--- config.mk ---
export PLATFORM = sky130hd
export DESIGN_NAME = vector_serializer_flat
export DESIGN_NICKNAME = d
export VERILOG_FILES = /design/src/rtl/vector_serializer_pkg.sv /design/src/rtl/vector_serializer_if.sv /design/src/rtl/vector_serializer_lane_counter.sv /design/src/rtl/vector_serializer.sv /design/src/flat_wrapper.sv
export SDC_FILE = /design/constraint.sdc
export NUM_CORES = 1
export LEC_CHECK = 0
export ABC_AREA = 1
export CAP_MARGIN = 25
export CORE_MARGIN = 1
export CORE_UTILIZATION = 45
export CTS_BUF_LIST = sky130_fd_sc_hd__clkbuf_8
export CTS_CLUSTER_DIAMETER = 200
export DETAILED_ROUTE_END_ITERATION = 10
export GPL_TIMING_DRIVEN = 0
export PLACE_DENSITY = 0.73
export SLEW_MARGIN = 20
export SYNTH_ARGS = -nofsm -noshare
export SYNTH_HDL_FRONTEND = slang
export SYNTH_HIERARCHICAL = 1
export SYNTH_SLANG_ARGS = --single-unit
export TNS_END_PERCENT = 30
--- constraint.sdc ---
create_clock -name clk -period 32.2 [get_ports clk]
set_input_delay 9.66 -clock clk [delete_from_list [all_inputs] [get_ports clk]]
set_output_delay 9.66 -clock clk [all_outputs]
set_load 0.02 [all_outputs]
--- src/rtl/vector_serializer_pkg.sv ---
// Shared types and default sizing for the vector serializer and neighbouring
// input-buffer blocks.
package vector_serializer_pkg;

   typedef enum logic {
      IDLE = 1'b0,
      SEND = 1'b1
   } state_t;

   localparam int unsigned DEF_N          = 8;
   localparam int unsigned DEF_DATA_WIDTH = 32;
   localparam int unsigned DEF_DEPTH      = 4;

   // Index width that stays legal for a count of one.
   function automatic int unsigned idx_width(input int unsigned n);
      return (n > 1) ? $clog2(n) : 1;
   endfunction

endpackage

--- src/rtl/vector_serializer_if.sv ---
// Enqueue and lane-beat handshake bundle for the vector serializer.
interface vector_serializer_if
   import vector_serializer_pkg::*;
#(
   parameter int unsigned N          = DEF_N,
   parameter int unsigned DATA_WIDTH = DEF_DATA_WIDTH,
   parameter int unsigned DEPTH      = DEF_DEPTH
);
   logic                         valid_in;
   logic                         eof_in;
   logic [DATA_WIDTH-1:0]        vector_in [N-1:0];
   logic                         ready_out;
   logic                         ready_in;
   logic                         valid_out;
   logic [DATA_WIDTH-1:0]        data_out;
   logic                         last_lane_out;
   logic                         eof_out;
   logic [$clog2(DEPTH+1)-1:0]   occupancy;

   modport master (
      output valid_in, eof_in, vector_in, ready_in,
      input  ready_out, valid_out, data_out, last_lane_out, eof_out, occupancy
   );

   modport slave (
      input  valid_in, eof_in, vector_in, ready_in,
      output ready_out, valid_out, data_out, last_lane_out, eof_out, occupancy
   );
endinterface

--- src/rtl/vector_serializer_lane_counter.sv ---
// Modulo-N lane counter; o_last flags lane N-1 so the next enabled step wraps.
module lane_counter
   import vector_serializer_pkg::*;
#(
   parameter int unsigned N  = DEF_N,
   localparam int unsigned LW = idx_width(N)
) (
   input  logic          clk,
   input  logic          reset_n,
   input  logic          i_en,
   output logic [LW-1:0] o_lane,
   output logic          o_last
);
   logic [LW-1:0] r_lane;

   always_ff @(posedge clk or negedge reset_n) begin
      if (!reset_n) begin
         r_lane <= '0;
      end else if (i_en) begin
         r_lane <= o_last ? '0 : r_lane + LW'(1);
      end
   end

   assign o_lane = r_lane;
   assign o_last = (r_lane == LW'(N - 1));
endmodule

--- src/rtl/vector_serializer.sv ---
// Circular queue of N-lane vectors, emitted one lane per accepted beat.
module vector_serializer
   import vector_serializer_pkg::*;
#(
   parameter int unsigned N          = DEF_N,
   parameter int unsigned DATA_WIDTH = DEF_DATA_WIDTH,
   parameter int unsigned DEPTH      = DEF_DEPTH
) (
   input  logic               clk,
   input  logic               reset_n,
   vector_serializer_if.slave bus
);
   localparam int unsigned PW = idx_width(DEPTH);
   localparam int unsigned OW = $clog2(DEPTH + 1);
   localparam int unsigned LW = idx_width(N);
   localparam int unsigned VW = N * DATA_WIDTH;

   state_t                r_state;
   logic [PW-1:0]         r_head;
   logic [PW-1:0]         r_tail;
   logic [OW-1:0]         r_occ;
   logic                  r_ready;
   logic                  r_eof [DEPTH];
   logic [VW-1:0]         r_mem [DEPTH];

   logic                  w_enq;
   logic                  w_xfer;
   logic                  w_pop;
   logic                  w_last;
   logic [LW-1:0]         w_lane;
   logic [OW-1:0]         w_occ_next;
   logic [VW-1:0]         w_vec_packed;
   logic [VW-1:0]         w_word;
   logic [DATA_WIDTH-1:0] w_data;

   assign w_enq      = bus.valid_in && r_ready;
   assign w_xfer     = (r_state == SEND) && bus.ready_in;
   assign w_pop      = w_xfer && w_last;
   assign w_occ_next = r_occ + OW'(w_enq) - OW'(w_pop);

   lane_counter #(.N(N)) u_lane (
      .clk     (clk),
      .reset_n (reset_n),
      .i_en    (w_xfer),
      .o_lane  (w_lane),
      .o_last  (w_last)
   );

   always_comb begin
      w_vec_packed = '0;
      for (int unsigned i = 0; i < N; i++) begin
         w_vec_packed[i*DATA_WIDTH +: DATA_WIDTH] = bus.vector_in[i];
      end
   end

   // Payload storage carries no reset; only control and eof flags are cleared.
   always_ff @(posedge clk) begin
      if (w_enq) begin
         r_mem[r_head] <= w_vec_packed;
      end
   end

   // ready is registered from next occupancy, so a pop at full frees the slot one cycle later.
   always_ff @(posedge clk or negedge reset_n) begin
      if (!reset_n) begin
         r_state <= IDLE;
         r_head  <= '0;
         r_tail  <= '0;
         r_occ   <= '0;
         r_ready <= 1'b0;
         for (int unsigned i = 0; i < DEPTH; i++) begin
            r_eof[i] <= 1'b0;
         end
      end else begin
         if (w_enq) begin
            r_head        <= r_head + PW'(1);
            r_eof[r_head] <= bus.eof_in;
         end
         if (w_pop) begin
            r_tail <= r_tail + PW'(1);
         end
         r_occ   <= w_occ_next;
         r_ready <= (w_occ_next != OW'(DEPTH));
         case (r_state)
            IDLE:    if (r_occ != '0) r_state <= SEND;
            SEND:    if (w_pop && (w_occ_next == '0)) r_state <= IDLE;
            default: r_state <= IDLE;
         endcase
      end
   end

   assign w_word = r_mem[r_tail];

   always_comb begin
      w_data = '0;
      if (r_state == SEND) begin
         w_data = w_word[32'(w_lane) * DATA_WIDTH +: DATA_WIDTH];
      end
   end

   assign bus.ready_out     = r_ready;
   assign bus.valid_out     = (r_state == SEND);
   assign bus.data_out      = w_data;
   assign bus.last_lane_out = (r_state == SEND) && w_last;
   assign bus.eof_out       = (r_state == SEND) && w_last && r_eof[r_tail];
   assign bus.occupancy     = r_occ;
endmodule

--- src/flat_wrapper.sv ---
// flat-port wrapper written by rule: the top's interface ports become plain ports
module vector_serializer_flat import vector_serializer_pkg::*;
#(
   parameter int unsigned N          = DEF_N,
   parameter int unsigned DATA_WIDTH = DEF_DATA_WIDTH,
   parameter int unsigned DEPTH      = DEF_DEPTH
)
  (clk, reset_n, bus_valid_in, bus_eof_in, bus_vector_in, bus_ready_in, bus_ready_out, bus_valid_out, bus_data_out, bus_last_lane_out, bus_eof_out, bus_occupancy);
  vector_serializer_if #(.N(N), .DATA_WIDTH(DATA_WIDTH), .DEPTH(DEPTH)) bus_i ();
  input  logic clk;
  input  logic reset_n;
  input wire logic [$bits(bus_i.valid_in)-1:0] bus_valid_in;
  input wire logic [$bits(bus_i.eof_in)-1:0] bus_eof_in;
  input wire logic [$bits(bus_i.vector_in)-1:0] bus_vector_in;
  input wire logic [$bits(bus_i.ready_in)-1:0] bus_ready_in;
  output wire logic [$bits(bus_i.ready_out)-1:0] bus_ready_out;
  output wire logic [$bits(bus_i.valid_out)-1:0] bus_valid_out;
  output wire logic [$bits(bus_i.data_out)-1:0] bus_data_out;
  output wire logic [$bits(bus_i.last_lane_out)-1:0] bus_last_lane_out;
  output wire logic [$bits(bus_i.eof_out)-1:0] bus_eof_out;
  output wire logic [$bits(bus_i.occupancy)-1:0] bus_occupancy;
  assign bus_i.valid_in = bus_valid_in;
  assign bus_i.eof_in = bus_eof_in;
  assign bus_i.vector_in = {>>{bus_vector_in}};
  assign bus_i.ready_in = bus_ready_in;
  assign bus_ready_out = bus_i.ready_out;
  assign bus_valid_out = bus_i.valid_out;
  assign bus_data_out = bus_i.data_out;
  assign bus_last_lane_out = bus_i.last_lane_out;
  assign bus_eof_out = bus_i.eof_out;
  assign bus_occupancy = bus_i.occupancy;
  vector_serializer #(.N(N), .DATA_WIDTH(DATA_WIDTH), .DEPTH(DEPTH)) u_core (.clk(clk), .reset_n(reset_n), .bus(bus_i));
endmodule
Gate-type map:
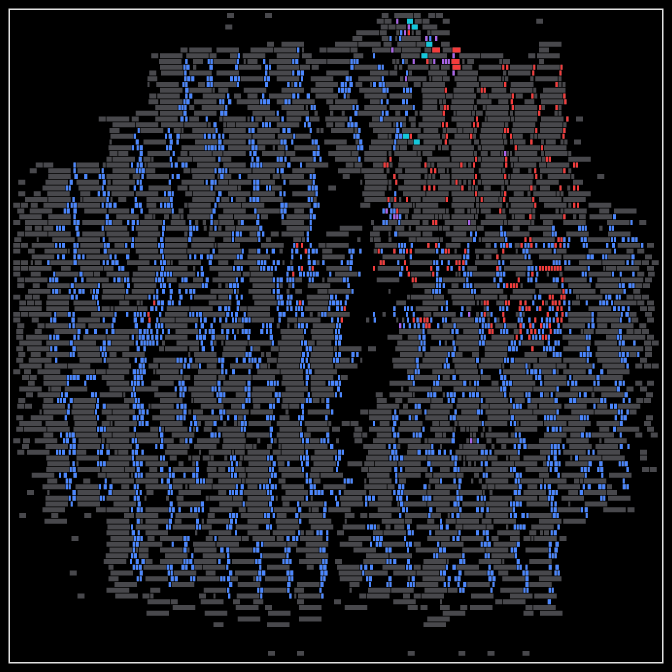
| color | family | cells | most used |
|---|---|---|---|
| red | NOR gates | 212 | nor2_1 |
| cyan | XOR/XNOR gates | 6 | xor2_1 |
| blue | NAND gates | 1,957 | nand2_1 |
| purple | inverters | 22 | inv_1 |

Clock wires, drivers and flops:
The bar under the picture is 100 um long.
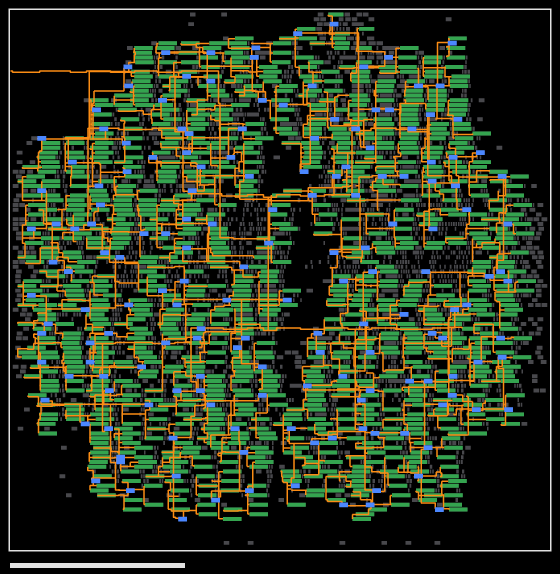
[green] flip-flops | count: 1,040
[orange] clock wires | length: 12,000 um
[blue] cells driving clock nets | count: 167
flops lie: all over the die

Cells colored by class:
The bar under the picture is 100 um long.
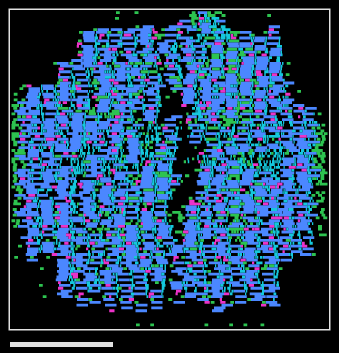
| color | class | cells |
|---|---|---|
| magenta | clock drivers and dummy loads | 298 |
| cyan | all other logic | 2,306 |
| green | other buffers and delay cells | 575 |
| blue | flip-flops | 1,040 |

==> run notes <==
Latest figures from synthesis and place and route.

The number of clock buffers in the layout is 170. Of the total standard cell area in the layout, the sequential portion is 60.9%. The warning count from the yosys run is 6. The peak per-stage delay on the critical path is 0.67 ns. Setup repair after global routing left no endpoint under its margin. Global routing used 42.1% of the available met2 tracks. Per STA, the startpoint of the critical path is u_core/u_lane/o_lane[0].

The placeable core region is 0.0932 mm2. The synthesized netlist handed to floorplanning was reported with a cell count of 3,570. The worst setup timing slack at the placement stage is 19.19 ns. The run finished with clean final reports. Note that the worst hold path type here is reg2reg. In the final design database the tool counted 4,359 nets. Signal routing reaches up to met5. In the post-route analysis, the smallest setup slack over all paths is 18.19 ns. Row generation in the floorplan step produced 112 rows. The maximum level of the CTS H-tree is 4. Looking at the hold checks, the worst path lands on u_core/u_lane/o_lane[2].

The worst-path maximum fanout is 10. In this run the tools logged warnings totalling 30. The cell with the biggest individual delay on the critical path is clkdlybuf4s50_1. The cell count listed in synth_stat.txt is 3,570. On the final layout, the worst hold slack is 0.505 ns.

The cell depth of the worst setup path is 11. The total routed wire length on the met1 layer is 46.6 mm. The layout report lists the multi-input gate area as 0.00971 mm2. The number of buffers created by CTS is 167.

The peak ir drop on the vdd network is 0.0000637 V. The number of cells on the worst reg-to-reg path is 13. By area, the class that comes first in the final layout consists of sequential cells. The wire length of the first global-routing pass is 180 mm.

The start-to-end type of the worst setup path is reg2out. The horizontal extent of the die is 309 um. The slack of the worst reg-to-reg path is 29.19 ns.

The area recorded from the Yosys report for this design is 0.0423 mm2. The final report gives the core utilization as 54.8%. In this run the cell area measured after placement is 0.0481 mm2.

In the detailed route, the total length drawn on met2 is 60.3 mm. Post-CTS timing repair inserted 0 buffers for setup. Entering global routing, the biggest net connects 25 pins. Per the placement report, the placed cell count is 5,175. The start of the worst register-to-register path is u_core/bus.valid_out. In this run, distinct cell masters in the synthesized netlist total 20. The sequential area share after synthesis is 73.6%. The met3 wirelength from detailed routing is 15.6 mm.

The die is 309 um tall. The family with the most delay on the worst path is buffers and inverters. The reg-to-reg endpoint is u_core/bus.valid_out.
## power breakdown
group / internal, mW / switching, mW / total, mW
Clock: 0.510 / 0.517 / 1.03
Combinational: 0.605 / 1.37 / 1.98
Sequential: 1.76 / 0.0518 / 1.81
Total: 2.87 / 1.94 / 4.81
## sequential cells by signal (all words and copies together) (netlist names)
name	count
u_core/bus.occupancy	3
u_core/bus.ready_out	1
u_core/bus.valid_out	1
u_core/r_eof	4
u_core/r_head	2
u_core/r_mem	1024
u_core/r_tail	2
u_core/u_lane/o_lane	3
## Yosys cell counts
library cell | instances | area share, %
buf_1 | 13 | 0.12
edfxtp_1 | 1024 | 73
inv_1 | 18 | 0.16
nand3_1 | 689 | 8.2
nor2_1 | 212 | 1.9
buf_2 | 104 | 1.2
ha_1 | 7 | 0.21
dfrtp_1 | 16 | 0.95
clkbuf_1 | 35 | 0.31
mux2_2 | 2 | 0.053
nand2_1 | 1268 | 11
xor2_1 | 6 | 0.12
o21ai_1 | 25 | 0.30
fa_1 | 1 | 0.047
a21oi_1 | 9 | 0.11
buf_6 | 40 | 1.1
or4_1 | 1 | 0.018
inv_2 | 4 | 0.035
buf_4 | 32 | 0.57
o21ai_0 | 64 | 0.76
## logic make-up (layout without fill, tap and decap cells)
| logic type | after synthesis | count (layout) | share of synthesized area [%] |
|---|---|---|---|
| compound gates | 98 | 98 | 1.16 |
| mux | 2 | 2 | 0.0532 |
| other cells | 0 | 15 | 0 |
| fa+ha+maj | 8 | 8 | 0.254 |
| flops | 1040 | 1040 | 73.6 |
| simple gates | 2170 | 2170 | 21.3 |
| xor+xnor | 6 | 6 | 0.124 |
| buf+inv | 246 | 895 | 3.48 |
No activity file was given, so power comes from the tool's default toggle rates.
